<file path="config.mk">
export PLATFORM = sky130hd
export DESIGN_NAME = fetch_queue_flat
export DESIGN_NICKNAME = d
export VERILOG_FILES = /design/src/rtl/fetch_queue_pkg.sv /design/src/rtl/fetch_queue_if.sv /design/src/rtl/fetch_queue_chk.sv /design/src/rtl/fetch_queue.sv /design/src/flat_wrapper.sv
export SDC_FILE = /design/constraint.sdc
export NUM_CORES = 1
export LEC_CHECK = 0
export ABC_AREA = 1
export CAP_MARGIN = 5
export CORE_UTILIZATION = 45
export CTS_BUF_LIST = sky130_fd_sc_hd__clkbuf_8
export DETAILED_ROUTE_END_ITERATION = 10
export PLACE_DENSITY_LB_ADDON = 0.3
export SYNTH_ARGS = -nofsm -noshare
export SYNTH_HDL_FRONTEND = slang
export SYNTH_SLANG_ARGS = --single-unit
</file>
<file path="constraint.sdc">
create_clock -name clk -period 6.85 [get_ports clk]
set_input_delay 1.37 -clock clk [delete_from_list [all_inputs] [get_ports clk]]
set_output_delay 1.37 -clock clk [all_outputs]
set_load 0.005 [all_outputs]
</file>
<file path="src/rtl/fetch_queue_pkg.sv">
// Shared fetch-queue parameters and the counter-update helper used by the queue.
// Depth and word widths default from here so the core can retune them in one place.
package fetch_queue_pkg;

  localparam int FQ_DEPTH  = 4;
  localparam int FQ_INST_W = 16;
  localparam int FQ_ADDR_W = 16;

  typedef enum logic [1:0] {
    CNT_HOLD = 2'b00,
    CNT_DEC  = 2'b01,
    CNT_INC  = 2'b10,
    CNT_BOTH = 2'b11
  } cnt_op_e;

  // Classify the occupancy update from this cycle's push/pop pair.
  function automatic cnt_op_e cnt_op(input logic push, input logic pop);
    return cnt_op_e'({push, pop});
  endfunction

endpackage

</file>
<file path="src/rtl/fetch_queue_if.sv">
// Fetch/decode handshake bundle of the fetch queue.
// The master side is the fetch/execute/decode environment, the slave side is the queue.
interface fetch_queue_if #(
  parameter int INST_W = 16,
  parameter int ADDR_W = 16,
  parameter int CNT_W  = 3
);
  logic              v_i;
  logic [INST_W-1:0] inst_i;
  logic [ADDR_W-1:0] origaddr_i;
  logic              flush_i;
  logic              stall_i;
  logic              full_o;
  logic              v_o;
  logic [INST_W-1:0] inst_o;
  logic [ADDR_W-1:0] origaddr_o;
  logic [CNT_W-1:0]  count_o;

  modport master (
    output v_i, inst_i, origaddr_i, flush_i, stall_i,
    input  full_o, v_o, inst_o, origaddr_o, count_o
  );

  modport slave (
    input  v_i, inst_i, origaddr_i, flush_i, stall_i,
    output full_o, v_o, inst_o, origaddr_o, count_o
  );
endinterface

</file>
<file path="src/rtl/fetch_queue_chk.sv">
// Pointer/occupancy consistency checker for the fetch queue.
// Occupancy must equal the pointer distance, with equal pointers meaning full or empty.
module fetch_queue_chk #(
  parameter int DEPTH = 4,
  parameter int PTR_W = 2,
  parameter int CNT_W = 3
) (
  input logic             clk,
  input logic             rst,
  input logic [PTR_W-1:0] rp,
  input logic [PTR_W-1:0] wp,
  input logic [CNT_W-1:0] cnt
);
  localparam logic [CNT_W-1:0] DEPTH_C = CNT_W'(DEPTH);

  logic [PTR_W-1:0] dist_s;
  assign dist_s = wp - rp;

  ptr_invariant_a : assert property (@(posedge clk) disable iff (!rst)
    (cnt <= DEPTH_C) && (dist_s == cnt[PTR_W-1:0]));
endmodule

</file>
<file path="src/rtl/fetch_queue.sv">
// Instruction prefetch buffer between fetch and decode: circular store of
// instruction/address pairs, oldest entry presented to decode, flushed on taken branch.
module fetch_queue
  import fetch_queue_pkg::*;
#(
  parameter int DEPTH  = FQ_DEPTH,
  parameter int INST_W = FQ_INST_W,
  parameter int ADDR_W = FQ_ADDR_W
) (
  input logic          clk,
  input logic          rst,
  fetch_queue_if.slave fq
);
  localparam int PTR_W = $clog2(DEPTH);
  localparam int CNT_W = $clog2(DEPTH + 1);
  localparam logic [CNT_W-1:0] DEPTH_C = CNT_W'(DEPTH);

  logic [INST_W-1:0] inst_mem_r [DEPTH];
  logic [ADDR_W-1:0] addr_mem_r [DEPTH];
  logic [PTR_W-1:0]  rp_r;
  logic [PTR_W-1:0]  wp_r;
  logic [CNT_W-1:0]  cnt_r;
  logic [CNT_W-1:0]  cnt_nxt_s;
  logic              full_s;
  logic              v_s;
  logic              push_s;
  logic              pop_s;

  // Handshake decode; push tests full before any same-cycle pop, so no push-through.
  always_comb begin
    full_s    = (cnt_r == DEPTH_C);
    v_s       = (cnt_r != '0) & ~fq.flush_i;
    push_s    = fq.v_i & ~full_s & ~fq.flush_i;
    pop_s     = v_s & ~fq.stall_i;
    cnt_nxt_s = cnt_r;
    case (cnt_op(push_s, pop_s))
      CNT_INC: cnt_nxt_s = cnt_r + CNT_W'(1);
      CNT_DEC: cnt_nxt_s = cnt_r - CNT_W'(1);
      default: cnt_nxt_s = cnt_r;
    endcase
  end

  assign fq.full_o     = full_s;
  assign fq.v_o        = v_s;
  assign fq.count_o    = cnt_r;
  assign fq.inst_o     = (cnt_r == '0) ? '0 : inst_mem_r[rp_r];
  assign fq.origaddr_o = (cnt_r == '0) ? '0 : addr_mem_r[rp_r];

  // Pointer and occupancy state; flush returns to the empty state.
  always_ff @(posedge clk or negedge rst) begin
    if (!rst) begin
      rp_r  <= '0;
      wp_r  <= '0;
      cnt_r <= '0;
    end else if (fq.flush_i) begin
      rp_r  <= '0;
      wp_r  <= '0;
      cnt_r <= '0;
    end else begin
      if (push_s) wp_r <= wp_r + PTR_W'(1);
      if (pop_s)  rp_r <= rp_r + PTR_W'(1);
      cnt_r <= cnt_nxt_s;
    end
  end

  // Entry storage; contents are meaningless until written, so no reset.
  always_ff @(posedge clk) begin
    if (push_s) begin
      inst_mem_r[wp_r] <= fq.inst_i;
      addr_mem_r[wp_r] <= fq.origaddr_i;
    end
  end

  fetch_queue_chk #(
    .DEPTH (DEPTH),
    .PTR_W (PTR_W),
    .CNT_W (CNT_W)
  ) u_chk (
    .clk (clk),
    .rst (rst),
    .rp  (rp_r),
    .wp  (wp_r),
    .cnt (cnt_r)
  );
endmodule

</file>
<file path="src/flat_wrapper.sv">
// flat-port wrapper written by rule: the top's interface ports become plain ports
module fetch_queue_flat import fetch_queue_pkg::*;
#(
  parameter int DEPTH  = FQ_DEPTH,
  parameter int INST_W = FQ_INST_W,
  parameter int ADDR_W = FQ_ADDR_W
)
  (clk, rst, fq_v_i, fq_inst_i, fq_origaddr_i, fq_flush_i, fq_stall_i, fq_full_o, fq_v_o, fq_inst_o, fq_origaddr_o, fq_count_o);
  fetch_queue_if #(.INST_W(INST_W), .ADDR_W(ADDR_W)) fq_i ();
  input logic clk;
  input logic rst;
  input wire logic [$bits(fq_i.v_i)-1:0] fq_v_i;
  input wire logic [$bits(fq_i.inst_i)-1:0] fq_inst_i;
  input wire logic [$bits(fq_i.origaddr_i)-1:0] fq_origaddr_i;
  input wire logic [$bits(fq_i.flush_i)-1:0] fq_flush_i;
  input wire logic [$bits(fq_i.stall_i)-1:0] fq_stall_i;
  output wire logic [$bits(fq_i.full_o)-1:0] fq_full_o;
  output wire logic [$bits(fq_i.v_o)-1:0] fq_v_o;
  output wire logic [$bits(fq_i.inst_o)-1:0] fq_inst_o;
  output wire logic [$bits(fq_i.origaddr_o)-1:0] fq_origaddr_o;
  output wire logic [$bits(fq_i.count_o)-1:0] fq_count_o;
  assign fq_i.v_i = fq_v_i;
  assign fq_i.inst_i = fq_inst_i;
  assign fq_i.origaddr_i = fq_origaddr_i;
  assign fq_i.flush_i = fq_flush_i;
  assign fq_i.stall_i = fq_stall_i;
  assign fq_full_o = fq_i.full_o;
  assign fq_v_o = fq_i.v_o;
  assign fq_inst_o = fq_i.inst_o;
  assign fq_origaddr_o = fq_i.origaddr_o;
  assign fq_count_o = fq_i.count_o;
  fetch_queue #(.DEPTH(DEPTH), .INST_W(INST_W), .ADDR_W(ADDR_W)) u_core (.clk(clk), .rst(rst), .fq(fq_i));
endmodule
</file>
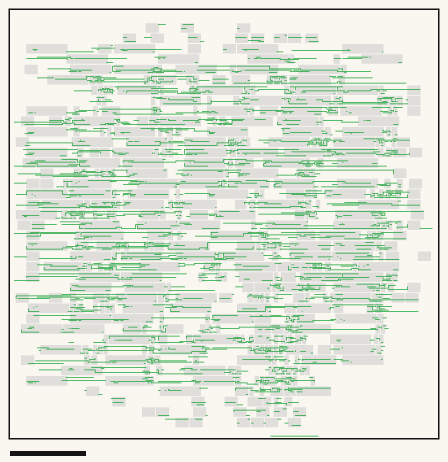
Figure 1: the metal 1 layer.
Scale bar: 20 microns.
The wires run mostly horizontal. 504 nets have wire on it. The layer holds 43% of the routed length.

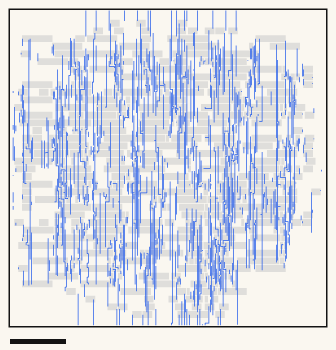
Figure 2: the metal 2 layer.
Scale bar: 20 microns.
The layer carries 5600 microns of wire. The longest straight run is 41.8 microns.

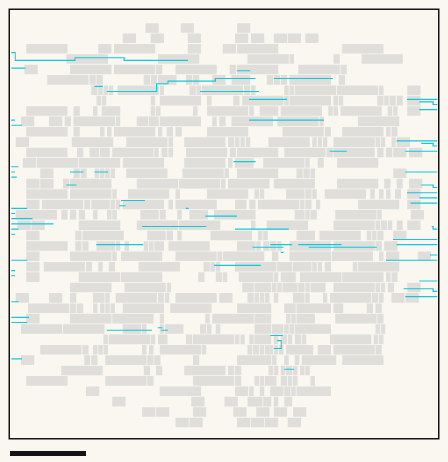
Figure 3: signal wires on met3.
Scale bar: 20 microns.
The layer holds 4.5% of the routed length. The layer carries 491 microns of wire. The wires run mostly horizontal.

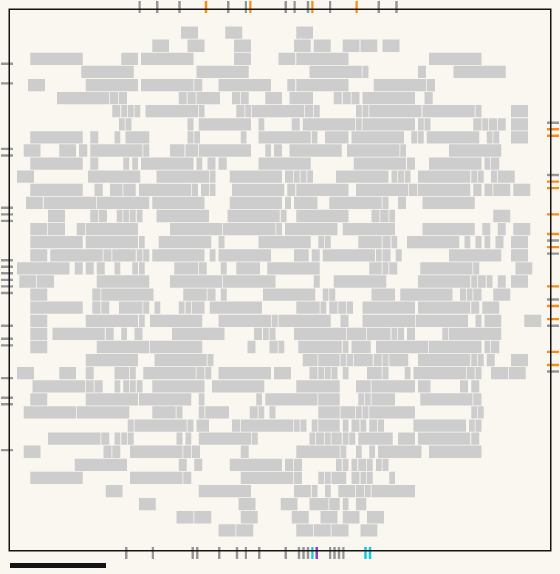
Figure 4: I/O pins on the die edge.
Scale bar: 20 microns. Pins as bars across the die edge, other pins in grey.
fq_count_o: shown in cyan, pins 3, direction output, edge bottom. fq_origaddr_o: shown in orange, pins 16, direction output, edge 12 right, 4 top. rst: shown in purple, pins 1, direction input, edge bottom.
die height: 112 microns
PortBufs: 73
Die W: 112 microns

==> results_dict.tcl <==
# collected from the flow reports
set metrics [dict create \
    hold_path.class "reg2reg" \
    aoi_share 0.0951 \
    hold_viol 0 \
    syn_inst 446 \
    dr_wl_met3_microns 491 \
    drive_above_1_share 0.0888 \
    yosys-stat-cells 446 \
    gr-max-usage-layer "met2" \
    vias 3473 \
    fp-utilization 0.470 \
    whs_ps 590 \
    bufAreaShareNonClock 0.112 \
    antenna_cells 0 \
    largest_area_cell "edfxtp_1" \
    fp_nets 488 \
    core_area_sq_um 11600 \
    grtUsageMet2 0.316 \
    pwr-share-clk 0.247 \
    n_all_buffers 75 \
    cts_resized 0 \
    antenna_found_initial 0 \
    critPathKind "reg2out" \
    inv_count 18 \
    ys_sh_adder 0.0128 \
    async_flop_share 0.0519 \
    wire_per_inst_microns 16.2 \
    status "finished with violations" \
    topCombFamilyByArea "simple AND/OR/NAND/NOR gates" \
    wl_microns 10900 \
    switching_power_mw 0.857 \
    cts_tree "yes" \
    ys_seq_share 0.736 \
    met1_usage 0.227 \
    grt_use_met3 0.0373 \
    holdPathStages 2 \
    clock_buffers 17 \
    hold_buffers 0 \
    grt_pass1_wl_microns 17400 \
    grt_pass1_vias 3516 \
    rsz0062_at_grt "false" \
    cp-endpoint "fq_origaddr_o[0]" \
    worstSetupStartpointType "flip-flop" \
    ff2ff_path_depth 5 \
    comb_area_sq_um 1250 \
    fill_cells 952 \
    synth-seq-cells 135 \
    irDropWorstVdd_mv 0.177 \
    finalSetupViolCount 0 \
    synth_cell_types 23 \
    xor_area_frac 0.00160 \
    ant_nets 0 \
    path_max_fanout 66 \
    via_per_inst 5.17 \
    critPathBufInv 2 \
    placed_cells 640 \
    ioPinCount 74 \
    yosysWarningCount 0 \
    worstPathRequired_ps 5480 \
    worstMarginPinSlew_ps 1170 \
    wl_met2_microns 5600 \
    hpwlAfterDp_microns 6020 \
    max_freq_mhz 212 \
    drv_cap 0 \
    pre_cts_ws_ps 2550 \
    pg_clk_mw 0.636 \
    powerComb_mw 0.908 \
    violations "design-rule violations" \
    clk_pin_slew_ps 70 \
    worst-r2r-setup-slack_ps 4300 \
    layout_top_cells "nor2_1 (130), edfxtp_1 (128), clkdlybuf4s50_1 (73)" \
    post-route-min-period_ps 4730 \
    powerDensity_nw_per_um2 387 \
    pwr-share-seq 0.401 \
    seq_share 0.604 \
    h-tree-depth 4 \
    nets 558 \
    edf_count 128 \
    cts_buffers 17 \
    syn_area_sq_um 5460 \
    post_cts_buffers 0 \
    cts_root_buf "clkbuf_8" \
    tns_ps 0 \
    power.leakage_nw 2.31 \
    m1WireLength_microns 4730 \
    r2r_end "u_core.rp_r[1]" \
    slew_viol_final 0 \
    num_rows 39 \
    ys_sh_mux 0 \
    fin_crit_sh 0.690 \
    path_cells "inv_2 -> o21ai_0 -> a21oi_1 -> clkdlybuf4s50_1" \
    final_core_util 0.573 \
    synthFlopType "edfxtp_1" \
    clock_sinks 135 \
    slowest_stage "dfrtp_2" \
    syn_to_final_growth_pct 21.9 \
    highest_layer "met4" \
    clk_share 0.0588 \
    swShare 0.333 \
    grt_max_degree 67 \
    seq_power_mw 1.03 \
    timing.rr.start "u_core.rp_r[0]" \
    internal_power_mw 1.72 \
    fin_area_sq_um 6660 \
    drc 5 \
    top_cell "nor2_1" \
]
Power is estimated from default activity; no workload was simulated.
